==> images/met1.png <==
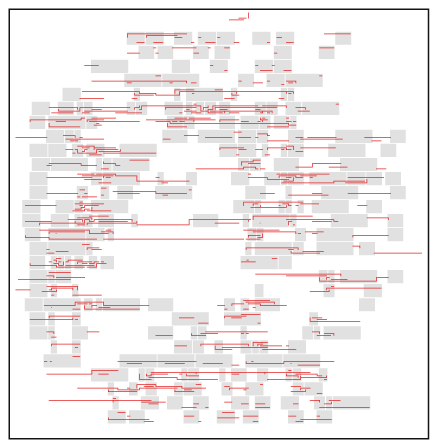
==> images/met2.png <==
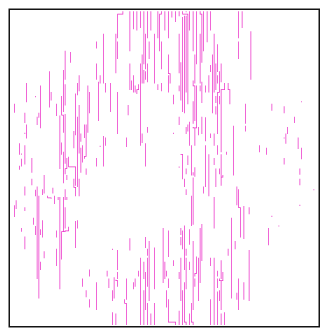
==> images/met3.png <==
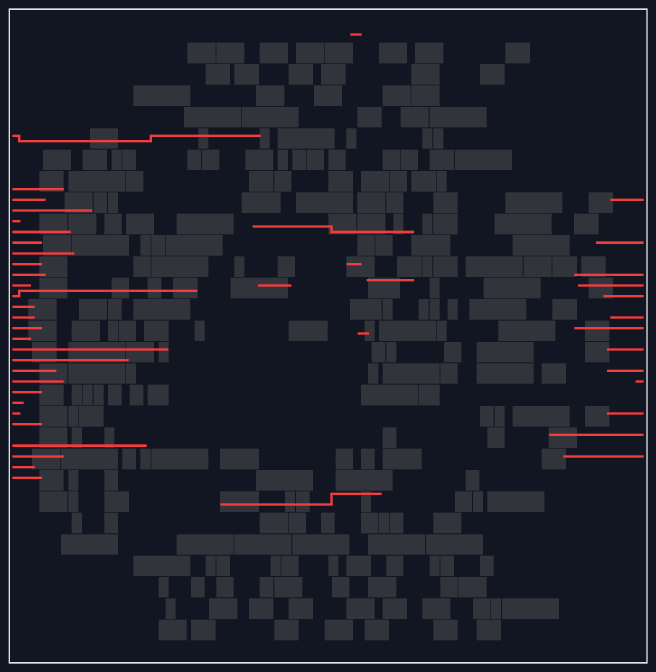
==> images/registers.png <==
Scale bar: 20 um. Other sequential cells in the stronger grey, the rest of the logic in the fainter grey.
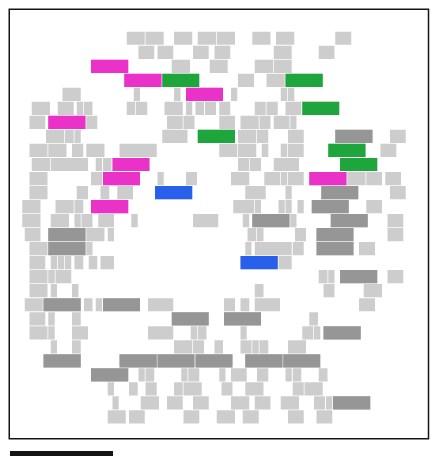
$ cat config.mk
export PLATFORM = sky130hd
export DESIGN_NAME = reg_bank_ctrl
export DESIGN_NICKNAME = d
export VERILOG_FILES = /design/src/rtl/reg_bank_ctrl_pkg.sv /design/src/rtl/reg_bank_ctrl_rr_arb2.sv /design/src/rtl/reg_bank_ctrl.sv
export SDC_FILE = /design/constraint.sdc
export NUM_CORES = 1
export LEC_CHECK = 0
export ABC_AREA = 1
export CELL_PAD_IN_SITES_DETAIL_PLACEMENT = 0
export CELL_PAD_IN_SITES_GLOBAL_PLACEMENT = 1
export CORE_AREA = 2 2 79 81
export DETAILED_ROUTE_END_ITERATION = 10
export DIE_AREA = 0 0 81 83
export PLACE_DENSITY = 0.86
export RECOVER_POWER = 25
export SKIP_LAST_GASP = 1
export SLEW_MARGIN = 30
export SYNTH_ARGS = -nofsm -noshare
export SYNTH_HDL_FRONTEND = slang
export SYNTH_SLANG_ARGS = --single-unit
$ cat constraint.sdc
create_clock -name clk -period 1.4 [get_ports clk]
set_input_delay 0.14 -clock clk [delete_from_list [all_inputs] [get_ports clk]]
set_output_delay 0.14 -clock clk [all_outputs]
set_load 0.03 [all_outputs]
$ cat src/rtl/reg_bank_ctrl_pkg.sv
// Shared types and constants for the register bank controller.
// Optional feature macro: REG_BANK_CTRL_RR_EN (round-robin arbitration).
package reg_bank_ctrl_pkg;

    localparam int NUM_REQ    = 2;
    localparam int DEF_DATA_W = 8;
    localparam int DEF_ADDR_W = 3;

    typedef enum logic [1:0] {
        IDLE   = 2'd0,
        ACCESS = 2'd1,
        DONE   = 2'd2
    } state_e;

    // One requester command at the default widths.
    typedef struct packed {
        logic                  we;
        logic [DEF_ADDR_W-1:0] xa;
        logic [DEF_ADDR_W-1:0] ya;
        logic [DEF_DATA_W-1:0] wd;
    } cmd_t;

endpackage

$ cat src/rtl/reg_bank_ctrl_rr_arb2.sv
// Two-way arbiter producing a one-hot winner.
// With REG_BANK_CTRL_RR_EN defined a 1-bit pointer rotates priority to the
// requester that was not served; otherwise requester 0 has fixed priority.
module rr_arb2
    import reg_bank_ctrl_pkg::*;
(
    input  logic               clk,
    input  logic               rst,
    input  logic [NUM_REQ-1:0] req_i,
    output logic [NUM_REQ-1:0] win_o
);

`ifdef REG_BANK_CTRL_RR_EN
    logic ptr_q;
    logic ptr_d;

    // Pick the winner; on a tie the pointer decides, and after any grant the pointer moves to the other requester.
    always_comb begin
        win_o = 2'b00;
        ptr_d = ptr_q;
        if (req_i[0] && req_i[1]) begin
            if (ptr_q) begin
                win_o = 2'b10;
            end else begin
                win_o = 2'b01;
            end
        end else if (req_i[0]) begin
            win_o = 2'b01;
        end else if (req_i[1]) begin
            win_o = 2'b10;
        end else begin
            win_o = 2'b00;
        end
        if (win_o[0]) begin
            ptr_d = 1'b1;
        end else if (win_o[1]) begin
            ptr_d = 1'b0;
        end else begin
            ptr_d = ptr_q;
        end
    end

    // Pointer register; reset favours requester 0.
    always_ff @(posedge clk) begin
        if (!rst) begin
            ptr_q <= 1'b0;
        end else begin
            ptr_q <= ptr_d;
        end
    end
`else
    logic unused_clk_rst_s;
    assign unused_clk_rst_s = clk ^ rst;

    // Fixed priority: requester 0 always wins when it asks.
    always_comb begin
        win_o = 2'b00;
        if (req_i[0]) begin
            win_o = 2'b01;
        end else if (req_i[1]) begin
            win_o = 2'b10;
        end else begin
            win_o = 2'b00;
        end
    end
`endif

endmodule

$ cat src/rtl/reg_bank_ctrl.sv
// Two-requester controller for the 8x8 register bank: arbitrates, drives the
// bank with registered select/write/data for one ACCESS cycle, captures the
// read operands and pulses done to the served requester.
// Optional feature macro: REG_BANK_CTRL_RR_EN (round-robin instead of fixed priority).
module reg_bank_ctrl
    import reg_bank_ctrl_pkg::*;
#(
    parameter int DATA_W = DEF_DATA_W,
    parameter int ADDR_W = DEF_ADDR_W
) (
    input  logic                clk,
    input  logic                rst,
    input  logic                req_0,
    input  logic                req_1,
    input  logic                we_0,
    input  logic                we_1,
    input  logic [ADDR_W-1:0]   xa_0,
    input  logic [ADDR_W-1:0]   xa_1,
    input  logic [ADDR_W-1:0]   ya_0,
    input  logic [ADDR_W-1:0]   ya_1,
    input  logic [DATA_W-1:0]   wd_0,
    input  logic [DATA_W-1:0]   wd_1,
    output logic                gnt_0,
    output logic                gnt_1,
    output logic                done_0,
    output logic                done_1,
    output logic [DATA_W-1:0]   rdx,
    output logic [DATA_W-1:0]   rdy,
    output logic                busy,
    output logic [2*ADDR_W-1:0] bk_sel,
    output logic                bk_w,
    output logic [DATA_W-1:0]   bk_dw,
    input  logic [DATA_W-1:0]   bk_rx,
    input  logic [DATA_W-1:0]   bk_ry
);

    state_e              state_q, state_d;
    logic                owner_q, owner_d;
    logic [1:0]          gnt_q, gnt_d;
    logic [1:0]          done_q, done_d;
    logic                busy_q, busy_d;
    logic [2*ADDR_W-1:0] sel_q, sel_d;
    logic                w_q, w_d;
    logic [DATA_W-1:0]   dw_q, dw_d;
    logic [DATA_W-1:0]   rdx_q, rdx_d;
    logic [DATA_W-1:0]   rdy_q, rdy_d;

    logic                arb_en_s;
    logic [1:0]          req_s;
    logic [1:0]          win_s;

    // Requests are only visible to the arbiter at arbitration edges (IDLE or DONE).
    assign arb_en_s = (state_q == IDLE) || (state_q == DONE);
    assign req_s    = {req_1, req_0} & {2{arb_en_s}};

    rr_arb2 u_arb (
        .clk   (clk),
        .rst   (rst),
        .req_i (req_s),
        .win_o (win_s)
    );

    // Next state; the winning command is loaded straight into the bank drive registers so they are valid throughout ACCESS.
    always_comb begin
        state_d = state_q;
        owner_d = owner_q;
        gnt_d   = 2'b00;
        done_d  = 2'b00;
        busy_d  = 1'b0;
        sel_d   = '0;
        w_d     = 1'b0;
        dw_d    = '0;
        rdx_d   = rdx_q;
        rdy_d   = rdy_q;
        case (state_q)
            IDLE, DONE: begin
                if (win_s != 2'b00) begin
                    state_d = ACCESS;
                    gnt_d   = win_s;
                    owner_d = win_s[1];
                    busy_d  = 1'b1;
                    if (win_s[1]) begin
                        sel_d = {ya_1, xa_1};
                        w_d   = we_1;
                        dw_d  = wd_1;
                    end else begin
                        sel_d = {ya_0, xa_0};
                        w_d   = we_0;
                        dw_d  = wd_0;
                    end
                end else begin
                    state_d = IDLE;
                end
            end
            ACCESS: begin
                // Bank reads are combinational, so this captures pre-write values.
                state_d = DONE;
                busy_d  = 1'b1;
                rdx_d   = bk_rx;
                rdy_d   = bk_ry;
                if (owner_q) begin
                    done_d = 2'b10;
                end else begin
                    done_d = 2'b01;
                end
            end
            default: begin
                state_d = IDLE;
            end
        endcase
    end

    // State and output registers with synchronous active-low reset.
    always_ff @(posedge clk) begin
        if (!rst) begin
            state_q <= IDLE;
            owner_q <= 1'b0;
            gnt_q   <= 2'b00;
            done_q  <= 2'b00;
            busy_q  <= 1'b0;
            sel_q   <= '0;
            w_q     <= 1'b0;
            dw_q    <= '0;
            rdx_q   <= '0;
            rdy_q   <= '0;
        end else begin
            state_q <= state_d;
            owner_q <= owner_d;
            gnt_q   <= gnt_d;
            done_q  <= done_d;
            busy_q  <= busy_d;
            sel_q   <= sel_d;
            w_q     <= w_d;
            dw_q    <= dw_d;
            rdx_q   <= rdx_d;
            rdy_q   <= rdy_d;
        end
    end

    assign gnt_0  = gnt_q[0];
    assign gnt_1  = gnt_q[1];
    assign done_0 = done_q[0];
    assign done_1 = done_q[1];
    assign busy   = busy_q;
    assign bk_sel = sel_q;
    assign bk_w   = w_q;
    assign bk_dw  = dw_q;
    assign rdx    = rdx_q;
    assign rdy    = rdy_q;

endmodule
==> run summary <==
impl run done, here's what came out: Flop area=781 um^2, flip-flops with a built-in enable=0, I/O Buffers=85, startpoint class of the critical path=flop, die height=83 um, setup bufs post-CTS=0, Clk power=763 uW, Seq pwr share=0.470, Synth Area in Adders=0, cts repair resizes=36, HP Class=input pin to flop, gr usage total=0.126, top cells by area, synth=dfxtp_1 52%, nand4_1 6.3%, nor2_1 6.1%, final hold vios=0, vias in the first global route=1356, slowest CP cell=dfxtp_1, non-clk buf share=0.354, DP Area=2410 um^2, Core Util, Final=0.418, WL/cell=11.8 um, sequential cell power=1.22 mW, Psw=759 uW, XORs/XNORs by Area=0, Final ANT Viol Nets=0, Largest delay share family, worst path=simple AND/OR/NAND/NOR gates, most numerous logic cell after layout=clkdlybuf4s50_1, Logic pwr share=0.236, die width=81 um, GRT busiest layer=met2, multiplexer share of the synthesized area=0, layout cells sized above 1=0.157, clk buf depth=2, Post-synth regs=39, Final Skew=0.00810 ns, flop count=39, pwr/cell area=1070 nW/um^2, P_leak=1.11 nW, most frequent cell after synthesis=dfxtp_1, multi-input gates=107, hold path depth=3, Finished Cell Area=2430 um^2, library cells used by synthesis=19, Placed Cells=317, Syn Nets=213, largest net degree at the start of global routing=20, Final min period=1.21 ns, core area=5820 um^2, main flop type=dfxtp_1, worst reg2reg path depth=4, # hold bufs at CTS=0, Basic Gates by Area=0.273, worst hold endpoint=bk_dw[4]$_SDFF_PN0_, clock-cell share of area=0.0360, final setup margin=0.185 ns, Post-synth seq share=0.525, worst r2r src=state_q[0]$_SDFF_PN0_, Sw Share=0.292, Clock Sinks=39, n_diodes=0, Max-area cell class=non-clock buffers, ys cells=163, synth warn=0, synthesized area per cell=9.13 um^2, maximum VDD drop=0.000334 V, tap cell count=75, invs w/o clock=7, CP Cell Sequence=inv_4 > nand3_2 > nand2_1 > a21oi_2, root buffer cell=clkbuf_8, Final Cycle Share=0.868, Int Pwr=1.84 mW, Log Warnings=26, Fmax=823 MHz, largest area contributor in the netlist=dfxtp_1, P&R area growth vs syn=63.4%, CP endpoint=bk_sel[0]$_SDFF_PN0_, CLK BUF=6, Clk pwr share=0.293, most frequent cells after synthesis=39 x dfxtp_1, 24 x nor2_1, 17 x nand2_1, Top Consumer=registers, outcome=finished clean, Max Used Layer=met4, Dominant comb cell=simple AND/OR/NAND/NOR gates
## Picture notes: met1.png
longest straight run: 30.8 um
main direction: horizontal
share of all routed wire: 44%
Vias: 1370
total wire length: 3.82 mm
met1 Use GR: 0.162

## Picture notes: met2.png
share of all routed wire: 46%
longest straight run: 26.9 um
nets with wire on the layer: 237
met2 usage: 0.183

## Picture notes: met3.png
nets with wire on the layer: 43
main direction: horizontal

## Picture notes: registers.png
[bk_sel] green | flops: 6
[bk_dw] magenta | flops: 8
[state_q] blue | flops: 2

Power is estimated from default activity; no workload was simulated.
